[src/rtl/cmp_pkg.sv]
// Shared types for the comparator hysteresis tracker.
//   level_t   : debounced level encoding (INIT, LOW, HIGH)
//   verdict_t : one comparator verdict sample {gt, eq, lt}
//   verdict_ok: true when exactly one verdict bit is set
package cmp_pkg;

  typedef enum logic [1:0] {
    INIT = 2'd0,
    LOW  = 2'd1,
    HIGH = 2'd2
  } level_t;

  typedef struct packed {
    logic gt;
    logic eq;
    logic lt;
  } verdict_t;

  // The XOR is odd-parity, so it passes one or three set bits.
  // The second term rejects the three-bit case, leaving exactly-one-hot.
  function automatic logic verdict_ok(input verdict_t v);
    return (v.gt ^ v.eq ^ v.lt) && !(v.gt && v.eq && v.lt);
  endfunction

endpackage

[src/rtl/cmp_sat_counter.sv]
// Saturating up-counter that holds at its all-ones value.
// Ports:
//   clk   : rising-edge clock
//   rst   : synchronous active-high reset, clears the count
//   inc   : add one this cycle unless already saturated
//   cnt_o : current count
module cmp_sat_counter #(
  parameter int W = 16
) (
  input  logic         clk,
  input  logic         rst,
  input  logic         inc,
  output logic [W-1:0] cnt_o
);

  // The count stops at all-ones and never wraps back to zero.
  always_ff @(posedge clk) begin
    if (rst) begin
      cnt_o <= '0;
    end else if (inc && (cnt_o != {W{1'b1}})) begin
      cnt_o <= cnt_o + 1'b1;
    end
  end

endmodule

[src/rtl/cmp_hysteresis_tracker.sv]
// Turns a stream of comparator verdicts into a debounced HIGH/LOW level.
// It produces one-cycle rise/fall pulses, a sticky error flag for malformed
// verdicts, and optional saturating per-verdict statistics.
// Configuration macro: CMP_STATS_EN. When it is defined, the gt/eq/lt
// counters are built. When it is undefined, the counters are not built and
// the count outputs are tied to 0.
// Ports:
//   clk, rst                       : clock, synchronous active-high reset
//   in_valid                       : sample gt/eq/lt this cycle
//   gt, eq, lt                     : comparator verdict bits
//   level_o                        : INIT=0, LOW=1, HIGH=2
//   rise_o, fall_o                 : one-cycle level transition pulses
//   err_o                          : sticky malformed-verdict flag
//   gt_cnt_o, eq_cnt_o, lt_cnt_o   : saturating verdict counts
module cmp_hysteresis_tracker
  import cmp_pkg::*;
#(
  parameter int DEBOUNCE = 4,
  parameter int CNT_W    = 16
) (
  input  logic             clk,
  input  logic             rst,
  input  logic             in_valid,
  input  logic             gt,
  input  logic             eq,
  input  logic             lt,
  output logic [1:0]       level_o,
  output logic             rise_o,
  output logic             fall_o,
  output logic             err_o,
  output logic [CNT_W-1:0] gt_cnt_o,
  output logic [CNT_W-1:0] eq_cnt_o,
  output logic [CNT_W-1:0] lt_cnt_o
);

  localparam int RUN_W = $clog2(DEBOUNCE + 1);
  localparam logic [RUN_W-1:0] RUN_DONE = RUN_W'(DEBOUNCE);

  verdict_t         verdict;
  logic             sample_ok;
  logic             sample_bad;
  level_t           level;
  level_t           level_nxt;
  logic [RUN_W-1:0] run;
  logic [RUN_W-1:0] run_nxt;
  logic [RUN_W-1:0] run_inc;
  logic             rise_nxt;
  logic             fall_nxt;
  logic             err_nxt;

  assign verdict    = {gt, eq, lt};
  assign sample_ok  = in_valid && verdict_ok(verdict);
  assign sample_bad = in_valid && !verdict_ok(verdict);
  assign run_inc    = run + 1'b1;

  // State, run counter and all outputs are registered.
  // Reset wins over any sample presented in the same cycle.
  always_ff @(posedge clk) begin
    if (rst) begin
      level  <= INIT;
      run    <= '0;
      rise_o <= 1'b0;
      fall_o <= 1'b0;
      err_o  <= 1'b0;
    end else begin
      level  <= level_nxt;
      run    <= run_nxt;
      rise_o <= rise_nxt;
      fall_o <= fall_nxt;
      err_o  <= err_nxt;
    end
  end

  // Next-state logic. Malformed samples only set the error flag.
  // A verdict that opposes the current level counts toward a switch.
  // A verdict that agrees with the current level restarts the run.
  // An eq verdict leaves the run untouched.
  always_comb begin
    level_nxt = level;
    run_nxt   = run;
    rise_nxt  = 1'b0;
    fall_nxt  = 1'b0;
    err_nxt   = err_o | sample_bad;
    if (sample_ok) begin
      case (level)
        INIT: begin
          run_nxt = '0;
          if (verdict.gt) begin
            level_nxt = HIGH;
          end else if (verdict.lt) begin
            level_nxt = LOW;
          end
        end
        LOW: begin
          if (verdict.gt) begin
            if (run_inc == RUN_DONE) begin
              level_nxt = HIGH;
              run_nxt   = '0;
              rise_nxt  = 1'b1;
            end else begin
              run_nxt = run_inc;
            end
          end else if (verdict.lt) begin
            run_nxt = '0;
          end
        end
        HIGH: begin
          if (verdict.lt) begin
            if (run_inc == RUN_DONE) begin
              level_nxt = LOW;
              run_nxt   = '0;
              fall_nxt  = 1'b1;
            end else begin
              run_nxt = run_inc;
            end
          end else if (verdict.gt) begin
            run_nxt = '0;
          end
        end
        default: begin
          level_nxt = INIT;
          run_nxt   = '0;
        end
      endcase
    end
  end

  assign level_o = level;

`ifdef CMP_STATS_EN
  cmp_sat_counter #(.W(CNT_W)) u_gt_cnt (
    .clk   (clk),
    .rst   (rst),
    .inc   (sample_ok && verdict.gt),
    .cnt_o (gt_cnt_o)
  );

  cmp_sat_counter #(.W(CNT_W)) u_eq_cnt (
    .clk   (clk),
    .rst   (rst),
    .inc   (sample_ok && verdict.eq),
    .cnt_o (eq_cnt_o)
  );

  cmp_sat_counter #(.W(CNT_W)) u_lt_cnt (
    .clk   (clk),
    .rst   (rst),
    .inc   (sample_ok && verdict.lt),
    .cnt_o (lt_cnt_o)
  );
`else
  assign gt_cnt_o = '0;
  assign eq_cnt_o = '0;
  assign lt_cnt_o = '0;
`endif

endmodule

[config.mk]
export PLATFORM = sky130hd
export DESIGN_NAME = cmp_hysteresis_tracker
export DESIGN_NICKNAME = d
export VERILOG_FILES = /design/src/rtl/cmp_pkg.sv /design/src/rtl/cmp_sat_counter.sv /design/src/rtl/cmp_hysteresis_tracker.sv
export SDC_FILE = /design/constraint.sdc
export NUM_CORES = 1
export LEC_CHECK = 0
export ABC_AREA = 1
export CAP_MARGIN = 20
export CORE_ASPECT_RATIO = 0.8
export CORE_MARGIN = 2
export CORE_UTILIZATION = 33
export DETAILED_ROUTE_END_ITERATION = 16
export GPL_ROUTABILITY_DRIVEN = 1
export PLACE_DENSITY = 0.77
export SLEW_MARGIN = 10
export SYNTH_ARGS = -nofsm -noshare
export SYNTH_HDL_FRONTEND = slang
export SYNTH_SLANG_ARGS = --single-unit
[constraint.sdc]
create_clock -name clk -period 1.2 [get_ports clk]
set_input_delay 0.12 -clock clk [delete_from_list [all_inputs] [get_ports clk]]
set_output_delay 0.12 -clock clk [all_outputs]
set_load 0.05 [all_outputs]
run_1/util_map.png
The die is cut into 6 by 5 equal tiles; white is low, dark blue is high, 0 to 100% covered.
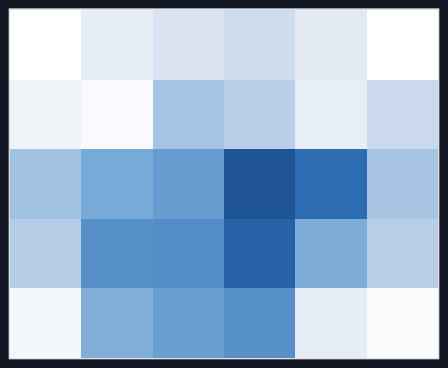
nearly empty tiles: 6.7%
mean over tiles: 34%
fullest tile: 85%
tiles over 75% full: 10%
emptiest ninth of the die: top left

run_1/m2.png
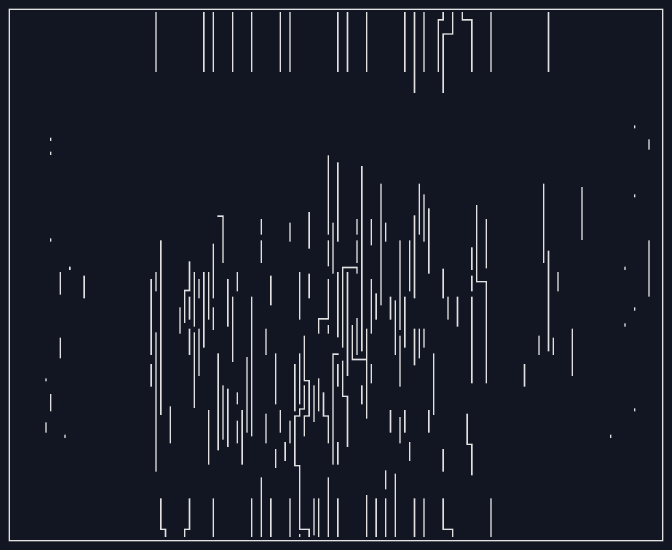
longest straight run: 17.7 um
main direction: vertical
nets with wire on the layer: 150
wire length on this layer: 752 um
share of all routed wire: 51%

run_1/layers.png
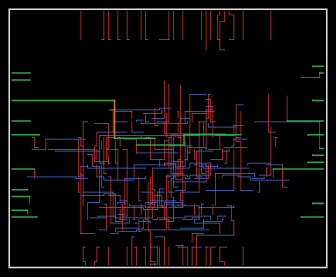
legend:
  orange:
    layer: M4
    wire_length: 7.50 um
  blue:
    layer: M1
    wire_length: 605 um
  green:
    layer: M3
    wire_length: 122 um
  red:
    layer: M2
    wire_length: 752 um

==> summary.txt, run 1 <==
Physical implementation

The run finished, with violations left. The checks that failed: negative setup slack. The final layout reports a setup TNS of -0.157 ns. The clock network contribution to total cell area is 2.35%.

The fraction of area in multi-input gates is 52.4%. The number of combinational gates with multiple inputs is 107. The total of flip-flops plus latches after synthesis is 8.

The sequential group share of total power is about 25%. The synthesis run shows the most used standard cells to be 48 x buf_4, 22 x nand2_1, 13 x inv_1. The die outline width is between 60 and 70 um. The final tally of setup violations is 4. Per the run summary, max-cap violations total 0. The number of warning messages in the logs is 33. The count of standard-cell rows is 16. After detailed routing, the total wire length is ~1.5 mm.

The count of plain and timing-repair buffers in the layout is 21. In this run, the clock network consumes roughly 18% of the power. For the worst reg-to-reg path, the endpoint reported by OpenROAD is run[0]$_SDFFE_PP0P_. Sorting the Yosys area breakdown by cell type puts at the top buf_4.

The synthesized-area fraction occupied by xor and xnor cells is 0%. The synthesized netlist has a Yosys-reported chip area of roughly 910 um^2. The met2 layer wire length in the routed design is 752 um.

At the end of the flow the core is filled with cells to ~44%. The arrival time at the worst endpoint is around 1.4 ns. The initial antenna violation count is 0. Per the OpenROAD power report, leakage power amounts to a little under 0.6 nW. The diode insertion count for antenna repair is 0. After detailed routing, the met3 layer carries roughly 120 um of wire. Per the run report, area growth between synthesis and finish was 23.0%. Setup repair after global routing could not meet its margin everywhere. The switching share of power is between 50% and 60%. The critical path launch point is level_o[0]$_SDFFE_PP0P_. The unique cell type count in the Yosys netlist is 15. The share of the synthesized area in the top cell type is about two fifths.

The tap cell count is 36. The final timing report gives a worst setup slack of -0.0847 ns. Combinational power for this build is ~0.73 mW.

The sequential fraction of the synthesis area is 17.6%. In this run the number of H-tree levels came out at 1. met2 track demand over resource after global routing is about 14%. After layout, the worst path uses 107% of the clock period. Per the GRT log, the top usage layer is met2. The critical path depth is 6.

The number of global-route vias before repair is about 530. Per the Yosys statistics, synthesis produced 130 cells. In this run the register-to-register setup slack is -0.08 ns. The final power report lists total power as roughly 1.3 mW. The highest layer touched by signal routing is met4. The routed length per instance is 7.83 um. The placed cell count is about 180. The total iterations of the first detailed-routing run is 4.

The fraction of synthesized area in multiplexers is 0%. The worst hold margin is ~0.35 ns. The CTS log lists the clock sinks for this run as 8. The power dissipated by switching net loads is 0.664 mW. The half-perimeter wire length after placement is between 1 and 1.5 mm. Counting every instance in the synthesized netlist gives 130. Post-CTS repair ended up resizing 11 cells.

The power attributed to the clock group is approximately 0.23 mW. Walking the worst path, the cells encountered are inv_4 -> ha_4 -> o21ai_1 -> nand2_2 -> a21oi_1 -> nor2_1.
==> run 2: changes to the inputs <==
--- a/config.mk
+++ b/config.mk
@@ -13,6 +13,7 @@
 export DETAILED_ROUTE_END_ITERATION = 16
 export GPL_ROUTABILITY_DRIVEN = 1
 export PLACE_DENSITY = 0.77
+export SKIP_CTS_REPAIR_TIMING = 1
 export SLEW_MARGIN = 10
 export SYNTH_ARGS = -nofsm -noshare
 export SYNTH_HDL_FRONTEND = slang
run_2/gates.png
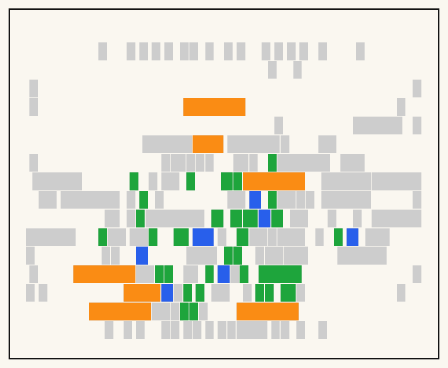
legend:
  orange:
    family: fa/ha/maj cells
    cells: 7
    most_used: ha_4
  green:
    family: nand cells
    cells: 31
    most_used: nand2_1
  blue:
    family: aoi and oai cells
    cells: 7
    most_used: a21oi_1

==> summary.txt, run 2 <==
Physical implementation

The number of combinational gates with multiple inputs is 107. For reference, XOR and XNOR gates occupy 0% of the area reported after synthesis. The detailed-route wire length is 1.45 mm. The switching share of power is 52.0%. The clock network power reported by the tool is approximately 0.23 mW. The routing layer with the top usage in global route is met2.

The critical path depth is 6. The launch point of the critical path was reported as level_o[0]$_SDFFE_PP0P_. The run finished, with violations left. The final core utilization is a little over two fifths. The flop-to-flop setup slack is -0.07 ns. For the worst reg-to-reg path, the endpoint reported by OpenROAD is run[0]$_SDFFE_PP0P_. The routed design uses 126 um of met3 wire. The critical path in the final layout is reported with a setup slack of -0.0694 ns. The total negative slack is -0.160 ns.

The fraction of synthesized area in multiplexers is 0%. The leakage component of the power is 0.591 nW. The synthesized netlist contains 15 unique library cells. The final reports fail on negative setup slack. The sequential group share of total power is 25.2%. The total chip power is between 1 and 1.5 mW. For this design the total switching power over the nets is roughly 0.66 mW. The arrival time at the worst endpoint is between 1 and 1.5 ns.

Final hold analysis gives a worst-case slack of around 0.44 ns. Of the post-synthesis cell area, the dominant cell type holds 39.7%. The total iterations of the first detailed-routing run is 4. The floorplan has 16 rows.

The final tally of setup violations is 5. The tap cell count is 36. The sequential fraction of the synthesis area is between 10% and 20%. The power of the combinational group is 0.718 mW. Per the CTS log, the maximum H-tree level is 1. The half-perimeter wire length after placement is approximately 1.2 mm.

The logs give a warning total of 32. The initial antenna violation count is 0.
Power is estimated from default activity; no workload was simulated.
